--- config.mk ---
export PLATFORM = sky130hd
export DESIGN_NAME = urng_pair_reader_flat
export DESIGN_NICKNAME = d
export VERILOG_FILES = /design/src/rtl/urng_pair_if.sv /design/src/rtl/urng_pair_reader.sv /design/src/flat_wrapper.sv
export SDC_FILE = /design/constraint.sdc
export NUM_CORES = 1
export LEC_CHECK = 0
export CORE_MARGIN = 5
export CORE_UTILIZATION = 30
export CTS_BUF_LIST = sky130_fd_sc_hd__clkbuf_4
export CTS_CLUSTER_DIAMETER = 200
export DETAILED_ROUTE_END_ITERATION = 10
export SLEW_MARGIN = 15
export SYNTH_ARGS = -nofsm -noshare
export SYNTH_HDL_FRONTEND = slang
export SYNTH_SLANG_ARGS = --single-unit
export TNS_END_PERCENT = 30
--- constraint.sdc ---
create_clock -name clk -period 3.2 [get_ports clk]
set_input_delay 0.32 -clock clk [delete_from_list [all_inputs] [get_ports clk]]
set_output_delay 0.32 -clock clk [all_outputs]
set_load 0.01 [all_outputs]
--- src/rtl/urng_pair_if.sv ---
// Bundle between the tausworthe URNG word stream, the pair FIFO head and the
// Box-Muller consumer. The master drives the URNG words and the ready strobe.
interface urng_pair_if #(
  parameter int DEPTH = 4,
  parameter int CNT_W = 16
);
  localparam int LVL_W = $clog2(DEPTH) + 1;

  logic [31:0]      y;
  logic             y_valid;
  logic [47:0]      u0;
  logic [15:0]      u1;
  logic             uv_valid;
  logic             uv_ready;
  logic [LVL_W-1:0] level;
  logic [CNT_W-1:0] drop_count;
  logic             warm;

  modport master (
    output y, y_valid, uv_ready,
    input  u0, u1, uv_valid, level, drop_count, warm
  );

  modport slave (
    input  y, y_valid, uv_ready,
    output u0, u1, uv_valid, level, drop_count, warm
  );
endinterface

--- src/rtl/urng_pair_reader.sv ---
// Repacks the free-running 32-bit URNG word stream into (u0,u1) pairs after a
// warm-up skip, buffering them in a small FIFO; pairs finding it full are dropped.
module urng_pair_reader #(
  parameter int DEPTH      = 4,
  parameter int SKIP_WORDS = 8,
  parameter int CNT_W      = 16
) (
  input  logic      clk,
  input  logic      reset,
  urng_pair_if.slave bus
);
  localparam int AW     = $clog2(DEPTH);
  localparam int LVL_W  = $clog2(DEPTH) + 1;
  localparam int SKIP_W = (SKIP_WORDS > 0) ? $clog2(SKIP_WORDS + 1) : 1;
  localparam logic [SKIP_W-1:0] SKIP_INIT = SKIP_W'(SKIP_WORDS);
  localparam logic [LVL_W-1:0]  FULL_LVL  = LVL_W'(DEPTH);

  typedef enum logic [1:0] {WARMUP, EVEN, ODD} state_t;

  state_t            state, state_nx;
  logic [SKIP_W-1:0] skip_cnt, skip_cnt_nx;
  logic              warm_r, warm_nx;
  logic              latch_a, push;
  logic [31:0]       word_a;

  logic [63:0]       mem [DEPTH];
  logic [AW-1:0]     wr_ptr, rd_ptr;
  logic [LVL_W-1:0]  count;
  logic [CNT_W-1:0]  drops;
  logic              pop, full, accept, drop;
  logic [63:0]       head;

  function automatic logic [CNT_W-1:0] sat_inc(input logic [CNT_W-1:0] v);
    return (&v) ? v : v + 1'b1;
  endfunction

  // Assembler: warm-up skip, then alternate A / B words on each valid word
  always_comb begin
    state_nx    = state;
    skip_cnt_nx = skip_cnt;
    latch_a     = 1'b0;
    push        = 1'b0;
    if (bus.y_valid) begin
      case (state)
        WARMUP: begin
          if (skip_cnt <= SKIP_W'(1)) state_nx = EVEN;
          if (skip_cnt != '0) skip_cnt_nx = skip_cnt - 1'b1;
        end
        EVEN: begin
          latch_a  = 1'b1;
          state_nx = ODD;
        end
        ODD: begin
          push     = 1'b1;
          state_nx = EVEN;
        end
        default: state_nx = EVEN;
      endcase
    end
    warm_nx = (state_nx != WARMUP);
  end

  always_ff @(posedge clk) begin
    if (reset) begin
      state    <= (SKIP_WORDS == 0) ? EVEN : WARMUP;
      skip_cnt <= SKIP_INIT;
      warm_r   <= 1'b0;
    end else begin
      state    <= state_nx;
      skip_cnt <= skip_cnt_nx;
      warm_r   <= warm_nx;
    end
  end

  // A partial pair left by reset is harmless: the FSM always relatches A first.
  always_ff @(posedge clk) begin
    if (latch_a) word_a <= bus.y;
  end

  // FIFO: push on the B edge, pop on handshake; pop frees a slot for a same-edge push
  assign pop    = (count != '0) && bus.uv_ready;
  assign full   = (count == FULL_LVL);
  assign accept = push && (!full || pop);
  assign drop   = push && !accept;

  always_ff @(posedge clk) begin
    if (accept) mem[wr_ptr] <= {word_a, bus.y};
  end

  always_ff @(posedge clk) begin
    if (reset) begin
      wr_ptr <= '0;
      rd_ptr <= '0;
      count  <= '0;
      drops  <= '0;
    end else begin
      if (accept) wr_ptr <= wr_ptr + 1'b1;
      if (pop)    rd_ptr <= rd_ptr + 1'b1;
      case ({accept, pop})
        2'b10:   count <= count + 1'b1;
        2'b01:   count <= count - 1'b1;
        default: count <= count;
      endcase
      if (drop) drops <= sat_inc(drops);
    end
  end

  // Output head, zeroed while nothing is held
  assign head           = mem[rd_ptr];
  assign bus.uv_valid   = (count != '0);
  assign bus.u0         = bus.uv_valid ? head[63:16] : '0;
  assign bus.u1         = bus.uv_valid ? head[15:0]  : '0;
  assign bus.level      = count;
  assign bus.drop_count = drops;
  assign bus.warm       = warm_r;

  a_level_range: assert property (@(posedge clk) disable iff (reset) count <= FULL_LVL);
  a_push_excl:   assert property (@(posedge clk) disable iff (reset) !(accept && drop));
endmodule

--- src/flat_wrapper.sv ---
// flat-port wrapper written by rule: the top's interface ports become plain ports
module urng_pair_reader_flat 
#(
  parameter int DEPTH      = 4,
  parameter int SKIP_WORDS = 8,
  parameter int CNT_W      = 16
)
  (clk, reset, bus_y, bus_y_valid, bus_uv_ready, bus_u0, bus_u1, bus_uv_valid, bus_level, bus_drop_count, bus_warm);
  urng_pair_if #(.DEPTH(DEPTH), .CNT_W(CNT_W)) bus_i ();
  input  logic clk;
  input  logic reset;
  input wire logic [$bits(bus_i.y)-1:0] bus_y;
  input wire logic [$bits(bus_i.y_valid)-1:0] bus_y_valid;
  input wire logic [$bits(bus_i.uv_ready)-1:0] bus_uv_ready;
  output wire logic [$bits(bus_i.u0)-1:0] bus_u0;
  output wire logic [$bits(bus_i.u1)-1:0] bus_u1;
  output wire logic [$bits(bus_i.uv_valid)-1:0] bus_uv_valid;
  output wire logic [$bits(bus_i.level)-1:0] bus_level;
  output wire logic [$bits(bus_i.drop_count)-1:0] bus_drop_count;
  output wire logic [$bits(bus_i.warm)-1:0] bus_warm;
  assign bus_i.y = bus_y;
  assign bus_i.y_valid = bus_y_valid;
  assign bus_i.uv_ready = bus_uv_ready;
  assign bus_u0 = bus_i.u0;
  assign bus_u1 = bus_i.u1;
  assign bus_uv_valid = bus_i.uv_valid;
  assign bus_level = bus_i.level;
  assign bus_drop_count = bus_i.drop_count;
  assign bus_warm = bus_i.warm;
  urng_pair_reader #(.DEPTH(DEPTH), .SKIP_WORDS(SKIP_WORDS), .CNT_W(CNT_W)) u_core (.clk(clk), .reset(reset), .bus(bus_i));
endmodule
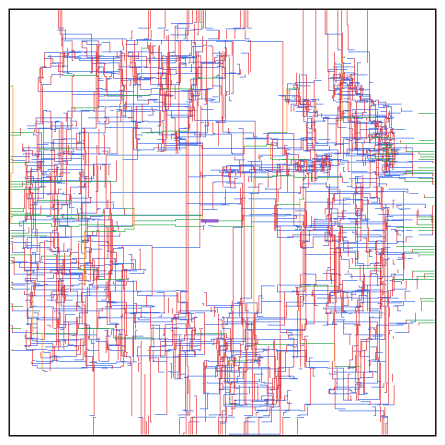
(run_1/wires.png)
Scale: 2 px per um.
metal 3 -> green  # wire length 1390 um
metal 1 -> blue  # wire length 11000 um
metal 2 -> red  # wire length 12300 um
metal 5 -> purple  # wire length 7.40 um
metal 4 -> orange  # wire length 553 um
total vias in the final route: 6408
final wirelength: 25300 um

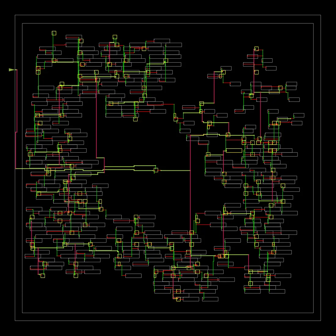
(run_1/clocks.png)
CLK BUF: 127
Latency at later pin: 0.71 ns
Layout Skew: 0.0298 ns
Num CTS Buffers: 84

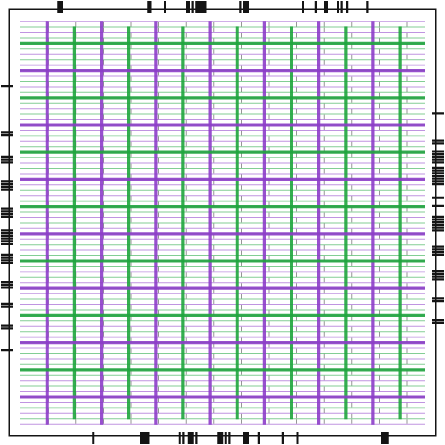
(run_1/power_grid.png)
Scale: 2 px per um. Pins as bars on the die edge. Tap cells in gray.
VSS -> purple
VDD -> green
met1 rails = 75
met4 straps = 14
rows = 74
tap cells = 532
met5 straps = 14

==> metrics.yaml, run 1 <==
timing:
  finalSetupTns_ns: 0
  hold_slack_ns: 0.286
  drv_slew: 0
  fin_crit_sh: 0.910
  worst_slack_ns: 0.287
  grt_setup_unrepaired: "no"
  hold_viol: 0
  slew_headroom: 0.421
  setup_violations: 0
  min_period_ns: 2.91
  worstMarginPinSlew_ns: 0.868
  fmax_ghz: 0.343
setup_path:
  timing.rr.end: "u_core.bus.level[2]$_SDFFE_PP0P_"
  crit_path_end_kind: "output port"
  path_cells: "or3_2 -> buf_4 -> and2_1 -> clkdlybuf4s50_1"
  crit_start: "u_core.bus.level[0]$_SDFFE_PP0P_"
  critPathMaxFanout: 28
  arrival_ns: 2.59
  r2r_slack_ns: 1.04
  max_stage_delay_ns: 0.55
  worstPathRequired_ns: 2.88
  critPathSlowestCell: "or3_2"
  critPathLaunchType: "flop"
  r2r_cells: 6
  worstSetupPathType: "reg2out"
  cp-endpoint: "bus_u0[19]"
  timing.rr.start: "u_core.state[0]$_SDFF_PP0_"
clock_network:
  cts.clk_slew.worst_paths_ns: 0.07
  cts_tree: "done"
  cts_max_level: 3
  clkSinkCount: 320
  clockRootBuffer: "clkbuf_4"
  cts_buffer_depth: 3
  postCtsHoldBufs: 0
synthesis:
  yosys_cells: 630
  synth_warnings: 0
  postSynthSeqShare: 0.755
  synth.distinct_cells: 50
  synthesis.area_um2: 12300
  flop_cell: "edfxtp_1"
  fp_nets: 675
  edf_count: 288
  ys_area_um2: 12300
  synth_flops: 320
  syn_area_per_cell_um2: 19.5
  synthCells: 630
  postSynth.asyncResetShare: 0
min_path:
  hold_path.class: "in2reg"
  hold_path_end: "u_core.mem[0][30]$_DFFE_PP_"
  worstHoldStart: "bus_y[30]"
  hold_depth: 1
grt:
  grt_usage: 0.114
  grt_overflow: 0
  grt_pass1_vias: 6929
  grt_max_degree: 41
  grt_pass1_wl_um: 39600
  grt_antenna_before_repair: 2
drt:
  viasPerCell: 4.52
  firstDrtPassIters: 4
  drt_first_iter_violations: 296
  drtAntennaViolNets: 0
  drc_errors: 0
  wl_per_cell_um: 17.8
pwr:
  seqPwrFrac: 0.552
  p_int_uw: 6640
  power_per_cell_area_nw_per_um2: 541
  p_leak_uw: 0.00487
  switching_share: 0.204
  comb_power_share: 0.026
  ir_worst_vdd_mv: 0.283
  pwr-share-clk: 0.422
  p_switching_uw: 1700
job:
  openroad.warnings: 31
  maxCapViolations: 0
die:
  chip_area_um2: 45200
  initCoreUtil: 0.302
  rows: 74
  ios: 121
  die_h_um: 213
  fp.dieW_um: 213
  core_area_um2: 40700
placed_design:
  pre_cts_ws_ns: 0.585
  io_buffers: 120
  dp_hpwl_um: 14300
  gp_congestion: 0.673
status:
  outcome: "completed"
final_layout:
  utilization: 0.378
  drive_gt1_frac: 0.266
  area_delta_synth_final_pct: 25.2
  nets: 871
==> run 1: metrics by stage <==
step	power [uW]	area, um^2	cells
after global placement	4910	14300	1269
final	8340	15400	1417
after floorplan	4790	12300	630
after detailed placement	4920	14300	1269
after CTS	8530	15400	1415
after global routing	8760	15400	1417
==> run 1: logic make-up (layout without fill, tap and decap cells) <==
logic type / after synthesis / count (layout) / share of synthesized area
AND/OR/NAND/NOR: 142 / 142 / 0.0712
AND-OR/OR-AND: 45 / 45 / 0.0244
other: 0 / 2 / 0
XOR/XNOR: 8 / 8 / 0.00569
flip-flops: 320 / 320 / 0.755
adder cells (fa/ha/maj): 9 / 9 / 0.00976
buffers and inverters: 41 / 294 / 0.0161
multiplexers: 65 / 65 / 0.118
==> run 1: state kept, by name, indices dropped and copies added (netlist names), named ones only <==
register / flops
u_core.wr_ptr: 2
u_core.bus.level: 3
u_core.state: 2
u_core.skip_cnt: 4
u_core.rd_ptr: 2
u_core.word_a: 32
u_core.bus.drop_count: 16
u_core.mem: 256
u_core.bus.warm: 1
==> run 1: cells in the mapped netlist (6+ instances only) <==
cell type	number	area, um^2
ha_1	8	100
or4_1	7	52.6
nand3_1	13	65.1
inv_1	11	41.3
o21ai_0	6	30.0
a21oi_1	14	70.1
mux4_2	64	1440
buf_2	9	45.0
dfxtp_1	32	641
clkbuf_1	17	63.8
nor2_1	12	45.0
and2_1	70	438
edfxtp_1	288	8650
o31ai_1	8	60.1
nand2_1	7	26.3
==> run 1: cell usage in the layout, fill, tap and decap left out, drive strengths merged, types with 2 or more instances in the layout <==
cell type      count
a21oi             14
and2              70
and3               2
and3b              2
and4               2
buf               20
bufinv             2
clkbuf           127
clkdlybuf4s50    120
clkinv            12
dfxtp             32
diode              2
edfxtp           288
ha                 8
inv               13
mux4              64
nand2              7
nand3             13
nand4              6
nor2              12
nor3               2
nor4               5
o2111ai            3
o21a               2
o21ai              6
o311ai             2
o31a               2
o31ai              8
o41ai              2
or2                2
or3                5
or3b               2
or4                7
xnor2              4
xor2               4
==> run 1: what timing repair did <==
item | in CTS | in global routing
setup endpoints to repair | 49 | 5
resized | 0 | 1
gates cloned | 0 | 0
pin swaps | 0 | 0
buffers inserted | 3 | 0
==> run 1: critical path: cells and delay by family, from the launching register on <==
kind	cells	cell delay, ns
and+or+nand+nor	2	0.75
buffers and inverters	2	0.75
DFF	1	0.40
==> run 1: cell type report <==
cell class | count | area [um^2]
fill | 3873 | 25300
antenna | 2 | 5.00
clock buffer | 127 | 953
timing repair buffer | 140 | 1490
clock inverter | 16 | 115
inverter | 11 | 41.3
multi-input combinational | 269 | 2840
sequential | 320 | 9300
tap | 532 | 666
==> run 1: layer usage <==
layer,part of all wire,track usage,wire length [um],up-vias
li1,-,-,-,2987
met1,0.43,0.143,11000,3204
met4,0.022,0.0468,553,2
met3,0.055,0.0373,1390,52
met2,0.49,0.185,12300,163
met5,0.00028,0,7,-
==> run 1: power by group through the flow <==
stage	Clock (uW)	Combinational, uW	Sequential (uW)
after detailed placement	0	220	4700
after floorplan	0	102	4690
after CTS	3700	224	4610
final	3520	218	4610
after global placement	0	217	4700
after global routing	3910	243	4610
==> run 1 -> run 2 <==
- HOLD_SLACK_MARGIN: default -> 0.05
- REMOVE_ABC_BUFFERS: default -> 1
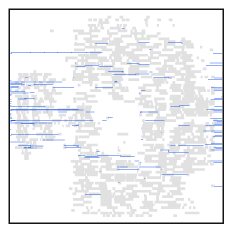
(run_2/layer_met3.png)
Scale: 1 px per um.
main direction = horizontal
nets with wire on the layer = 89
share of all routed wire = 6.7%
longest straight run = 81.9 um
wire length on this layer = 1660 um

==> run 2 against run 1 <==
Effect of this change: sequential share of layout area down 0.35 points; global-route usage fell by 0.22 points; first-iteration DRC count down 16%; core utilization grew 0.22 points; setup slack worse by 0.087 ns; largest cell class unchanged; flip-flop count did not move; via count rose by 0.42%.
==> metrics.yaml, run 2 <==
status:
  outcome: "completed"
grt:
  use_met3: 0.0418  # +0.00443
  grt_max_degree: 68  # +66%
  grt_pass1_wl_um: 39100  # -1.3%
  busiest_layer: "met2"
  grt_antenna_before_repair: 5  # +3
  grt_overflow: 0  # unchanged
  use_met1: 0.136  # -0.00700
synthesis:
  postSynthSeqShare: 0.755  # unchanged
  top_cell: "edfxtp_1"
  synth.distinct_cells: 50  # unchanged
  yosys_cells: 630  # unchanged
  yosysTopAreaCellShare: 0.703  # unchanged
  flop_cell: "edfxtp_1"
  ys_top_cells_by_area: "edfxtp_1 (70%), mux4_2 (12%), dfxtp_1 (5.2%)"
  synth_warnings: 0  # unchanged
  postSynth.asyncResetShare: 0  # unchanged
  synth_flops: 320  # unchanged
  synthesis.area_um2: 12300  # unchanged
  largest_area_cell: "edfxtp_1"
drt:
  firstDrtPassIters: 4  # unchanged
  viasPerCell: 4.53  # about the same
  drtAntennaViolNets: 0  # unchanged
  drt_first_iter_violations: 249  # -16%
  drt-total-wl_um: 25000  # -1.1%
  drc_errors: 0  # unchanged
  num_vias: 6435  # +0.42%
timing:
  hold_viol: 0  # unchanged
  worstMarginPinSlew_ns: 0.758  # -0.110 ns
  hold_slack_ns: 0.278  # -0.00854 ns
  grt_setup_unrepaired: "no"
  drv_slew: 0  # unchanged
  min_period_ns: 3.00  # +0.0874 ns
  fin_crit_sh: 0.938  # +0.0273
  finClkSkew_ns: 0.0599  # +0.0301 ns
  slew_headroom: 0.495  # +0.0736
die:
  fp.dieW_um: 213  # unchanged
  core_area_um2: 40700  # unchanged
  ios: 121  # unchanged
  rows: 74  # unchanged
  chip_area_um2: 45200  # unchanged
clock_network:
  cts.clk_slew.worst_paths_ns: 0.06  # about the same
  clkSinkCount: 320  # unchanged
  worstSkewPairLatency_ns: 0.73  # +0.02 ns
  cts_buffer_depth: 3  # unchanged
  cts_max_level: 3  # unchanged
  clockRootBuffer: "clkbuf_4"
final_layout:
  nets: 876  # +0.57%
  drive_gt1_frac: 0.274  # +0.00813
  top_register: "u_core.mem"
  lay_top_cells: "edfxtp_1 (288), clkbuf_4 (129), clkdlybuf4s50_1 (120), and2_1 (66), mux4_2 (64)"
  largest_reg_flops: 256  # unchanged
  final_common_cell: "edfxtp_1"
placed_design:
  dp_hpwl_um: 15000  # +4.5%
  gp_congestion: 0.758  # +13%
  io_buffers: 120  # unchanged
setup_path:
  r2r_slack_ns: 1.05  # about the same
  crit_path_end_kind: "output port"
  arrival_ns: 2.68  # +0.09 ns
  worstPathRequired_ns: 2.88  # about the same
  critPathMaxFanout: 30  # +7.1%
  path_cells: "buf_4 -> mux4_2 -> and2_1 -> clkdlybuf4s50_1"
job:
  openroad.warnings: 30  # -3.2%
  maxCapViolations: 0  # unchanged
pwr:
  ir_worst_vdd_mv: 0.258  # -8.9%
  power_uw: 8380  # +0.46%
min_path:
  hold_path.class: "in2reg"
run 2: cell counts after synthesis:
Identical to the previous run, type by type.
run 2: critical path: cells and delay by family, from the launching register on:
kind | cells | cell delay [ns]
buffers and inverters | 2 | 0.77
muxes | 1 | 0.35
and+or+nand+nor | 1 | 0.18
DFF | 1 | 0.69
run 2: path summary, 6_finish.rpt:
kind                                                   from                          end  cells after the start
worst max register to register   u_core.state[0]$_SDFF_PP0_  u_core.mem[2][24]$_DFFE_PP_                      4
worst min-delay path                              bus_y[25]  u_core.word_a[25]$_DFFE_PP_                      1
worst max-delay path                                   flop                   bus_u0[39]                      4
worst min register to register  u_core.word_a[11]$_DFFE_PP_  u_core.mem[2][43]$_DFFE_PP_                      0
run 2: cells by family (layout without fill, tap and decap cells):
family,after synthesis,count (layout),synth area share
DFF,320,320,0.755
buffers and inverters,41,297,0.0161
AOI/OAI and AO/OA,45,45,0.0244
muxes,65,65,0.118
adders and majority gates,9,9,0.00976
other,0,4,0
and+or+nand+nor,142,142,0.0712
xor gates and xnor gates,8,8,0.00569
run 2: per-stage QoR:
stage	cells	setup WS (ns)	cell area, um^2	TNS, ns	util
after global placement	1272	0.509	14300	0	0.352
after floorplan	600	-0.684	12100	-43.79	-
final	1422	0.199	15500	0	0.380
after detailed placement	1272	0.465	14300	0	0.352
after global routing	1422	0.0128	15500	0	0.380
after CTS	1418	0.0566	15500	0	0.380
run 2: what timing repair did:
item / 4_1_cts / 5_1_grt
resized: 1 / 3
setup buffers: 4 / 0
setup endpoints to repair: 52 / 8
gates cloned: 0 / 0
hold buffers: 0 / 0
run 2: layer usage:
metal  wire length, um  share of wire
met1             10600           0.42
met2             12200           0.49
met3              1660          0.066
met4               524          0.021
met5                40         0.0016
run 2: final cells by class:
class / instances / area (um^2)
clock buffer: 129 / 968
timing repair buffer: 144 / 1560
fill: 3798 / 25200
sequential: 320 / 9300
inverter: 11 / 41.3
tap: 532 / 666
multi-input combinational: 269 / 2840
antenna: 4 / 10.0
clock inverter: 13 / 119
run 2: report_power, final:
part | switching (uW) | internal (uW)
Combinational | 113 | 110
Sequential | 27.2 | 4580
Clock | 1570 | 1980
Total | 1710 | 6670
==> run 2 -> run 3 <==
- CORE_ASPECT_RATIO: default -> 0.6
- CORE_MARGIN: 5 -> 10
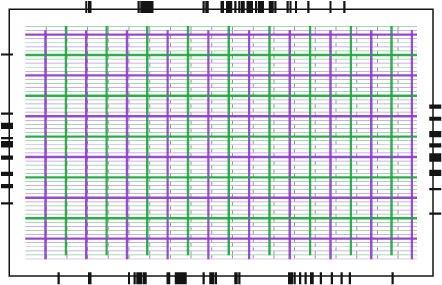
(run_3/power_grid.png)
Scale: 1.5 px per um. Pins as bars on the die edge. Tap cells in gray.
VSS -> purple
VDD -> green
signal pins = 121
met1 rails = 58
met4 straps = 19
rows = 57

==> run 3 against run 2 <==
Effect of this change: sequential power hardly changed; wire length is 6.4% higher; clock skew is 0.024 ns lower; final cell count is 0.91% lower; sequential share of layout area is 0.76 points higher; register-to-register slack worse by 0.11 ns; largest cell class unchanged.
==> metrics.yaml, run 3 <==
synthesis:
  edf_count: 288
  flop_cell: "edfxtp_1"
  syn_area_per_cell_um2: 19.5
  largest_area_cell: "edfxtp_1"
  postSynth.asyncResetShare: 0  # unchanged
  ys_sh_simple: 0.0712  # unchanged
  synth_warnings: 0  # unchanged
  ys_top_cells_by_area: "edfxtp_1 (70%), mux4_2 (12%), dfxtp_1 (5.2%)"
  aoi_share: 0.0244  # unchanged
  ys_sh_adder: 0.00976  # unchanged
  top_cell: "edfxtp_1"
  postSynthSeqShare: 0.755  # unchanged
  synthesis.area_um2: 12300  # unchanged
  xor_share: 0.00569  # unchanged
  synth.distinct_cells: 50  # unchanged
  yosysTopAreaCellShare: 0.703  # unchanged
  top_logic_kind: "multiplexers"
  yosys-top-cells-count: "edfxtp_1 (288), and2_1 (70), mux4_2 (64)"
  ys_area_um2: 12300
  synthMuxAreaShare: 0.118  # unchanged
  synth_flops: 320  # unchanged
  synthCells: 630
  yosys_cells: 630  # unchanged
grt:
  grt_antenna_before_repair: 2  # -3
  grt_pass1_vias: 6869
  grt_usage: 0.108
  grt_overflow: 0  # unchanged
  grt_max_degree: 65  # -4.4%
  grt_pass1_wl_um: 41200  # +5.3%
timing:
  finClkSkew_ns: 0.0364  # -0.0235 ns
  fmax_ghz: 0.335
  min_period_ns: 2.98  # -0.0171 ns
  hold_viol: 0  # unchanged
  slew_headroom: 0.368  # -0.127
  setup_violations: 0
  grt_setup_unrepaired: "no"
  drv_slew: 0  # unchanged
  worstMarginPinSlew_ns: 0.948  # +0.190 ns
  fin_crit_sh: 0.932  # -0.00536
clock_network:
  worstSkewPairLatency_ns: 0.70  # -0.03 ns
  postCtsHoldBufs: 0  # unchanged
  cts_max_level: 3  # unchanged
  clockRootBuffer: "clkbuf_4"
  cts_buffer_depth: 3  # unchanged
  cts_inserted_buffers: 80
  clkSinkCount: 320  # unchanged
  cts_tree: "done"
  cts.clk_slew.worst_paths_ns: 0.07  # about the same
setup_path:
  critPathSlowestCell: "dfxtp_4"
  r2r_slack_ns: 0.94  # -0.11 ns
  critPathMaxFanout: 21  # -30%
  r2r_cells: 4  # unchanged
  path_buffers: 2  # unchanged
  crit_path_end_kind: "output port"
  timing.rr.end: "u_core.mem[3][0]$_DFFE_PP_"
  worstSetupPathType: "reg2out"
  critPathLaunchType: "flop"
  critPathTopFamily: "buffers and inverters"
  max_stage_delay_ns: 0.57
  arrival_ns: 2.66  # -0.02 ns
  worstPathRequired_ns: 2.88  # about the same
  path_cells: "buf_4 -> mux4_2 -> and2_1 -> clkdlybuf4s50_1"
  timing.rr.start: "u_core.state[0]$_SDFF_PP0_"
final_layout:
  area_delta_synth_final_pct: 24.3
  largest_reg_flops: 256  # unchanged
  top_register: "u_core.mem"
  nets: 861  # -1.7%
  lay_top_cells: "edfxtp_1 (288), clkbuf_4 (126), clkdlybuf4s50_1 (120), and2_1 (66), mux4_2 (64)"
  drive_gt1_frac: 0.257  # -0.0174
  final_cell_area_um2: 15300  # -1.3%
  final_common_cell: "edfxtp_1"
min_path:
  hold_depth: 1  # unchanged
  hold_path.class: "in2reg"
  hold_path_end: "u_core.mem[3][18]$_DFFE_PP_"
  worstHoldStart: "bus_y[18]"
drt:
  drt_first_iter_violations: 392  # +57%
  viasPerCell: 4.59  # +1.5%
  met3WireLength_um: 1510  # -9.2%
  wl_met2_um: 13000  # +6.2%
  top_layer: "met4"
  drc_errors: 0  # unchanged
  num_vias: 6469  # +0.53%
  drt-total-wl_um: 26600  # +6.4%
  wl_per_cell_um: 18.9
  wl_met1_um: 11700  # +11%
  firstDrtPassIters: 4  # unchanged
  drtAntennaViolNets: 0  # unchanged
die:
  core_area_um2: 40500  # -0.57%
  ios: 121  # unchanged
  initCoreUtil: 0.304
  chip_area_um2: 49800  # +10%
  rows: 57  # -23%
  die_h_um: 177
  fp.dieW_um: 281  # +32%
placed_design:
  io_buffers: 120  # unchanged
  placed_area_um2: 14200  # -0.55%
  gp_congestion: 0.747  # -1.5%
  dp_hpwl_um: 15900  # +6.2%
job:
  openroad.warnings: 30  # unchanged
  maxCapViolations: 0  # unchanged
status:
  outcome: "completed"
pwr:
  p_leak_uw: 0.00481
  power_per_cell_area_nw_per_um2: 534
  power_uw: 8160  # -2.6%
  ir_worst_vdd_mv: 0.195  # -24%
-- run 3: metal layers --
| metal | global-route usage | vias up |
|---|---|---|
| met5 | 0 | - |
| met4 | 0.0395 | 0 |
| met3 | 0.0363 | 38 |
| met2 | 0.172 | 155 |
| met1 | 0.136 | 3317 |
| li1 | - | 2959 |
-- run 3: cells by family (layout without fill, tap and decap cells) --
| logic type | count (synthesis) | in the layout |
|---|---|---|
| AND-OR/OR-AND | 45 | 45 |
| XOR/XNOR | 8 | 8 |
| adder cells (fa/ha/maj) | 9 | 9 |
| buffers and inverters | 41 | 287 |
| flip-flops | 320 | 320 |
| multiplexers | 65 | 65 |
| other | 0 | 2 |
| AND/OR/NAND/NOR | 142 | 142 |
-- run 3: final cells by class --
type / count / area [um^2]
antenna: 2 / 5.00
timing repair buffer: 134 / 1450
sequential: 320 / 9300
clock buffer: 126 / 946
tap: 531 / 664
multi-input combinational: 269 / 2840
fill: 3747 / 25200
inverter: 11 / 41.3
clock inverter: 16 / 61.3
-- run 3: stage by stage --
step                      utilization  setup TNS [ns]  worst slack [ns]  cells  hold WS, ns
after floorplan                     -          -43.79            -0.684    600        0.389
after global placement          0.352               0             0.515   1264        0.482
after detailed placement        0.352               0             0.428   1264        0.483
after CTS                       0.378               0            0.0193   1407        0.215
after global routing            0.378               0           0.00658   1408        0.228
final                           0.378               0             0.216   1409        0.294
-- run 3: power by group --
group          internal, uW  switching (uW)
logic                   107             112
clock network          1780            1560
registers              4580            29.2
-- run 3: what timing repair did --
item / 4_1_cts / 5_1_grt
setup endpoints to repair: 55 / 20
buffers inserted: 0 / 0
resized: 2 / 1
cloned: 1 / 0
-- run 3: how the worst max path moves through the flow --
stage	start	endpoint	slack, ns	cells after the start
after global placement	bus_y_valid	u_core.mem[3][28]$_DFFE_PP_	0.51	5
after detailed placement	bus_y_valid	u_core.mem[3][28]$_DFFE_PP_	0.43	5
after floorplan	flop	bus_u0[0]	-0.68	2
final	flop	bus_u0[33]	0.22	4
after global routing	flop	bus_u0[40]	0.007	4
after CTS	flop	bus_u0[8]	0.02	4

==> layout pictures side by side <==
M2 wires.
Scale: 1 px per um.
Plate I
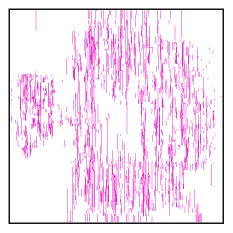
Plate II
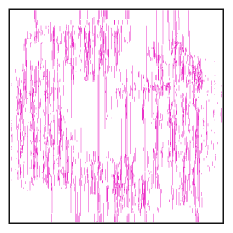
Plate III
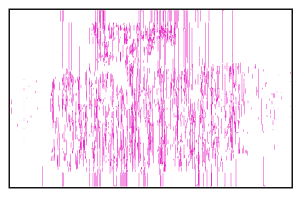
Plate II comes from run 1.
Plate III comes from run 3.
Plate I comes from run 2.

Key to Plate II:
share of all routed wire = 49%
nets with wire on the layer = 773
wire length on this layer = 12300 um

Power is estimated from default activity; no workload was simulated.
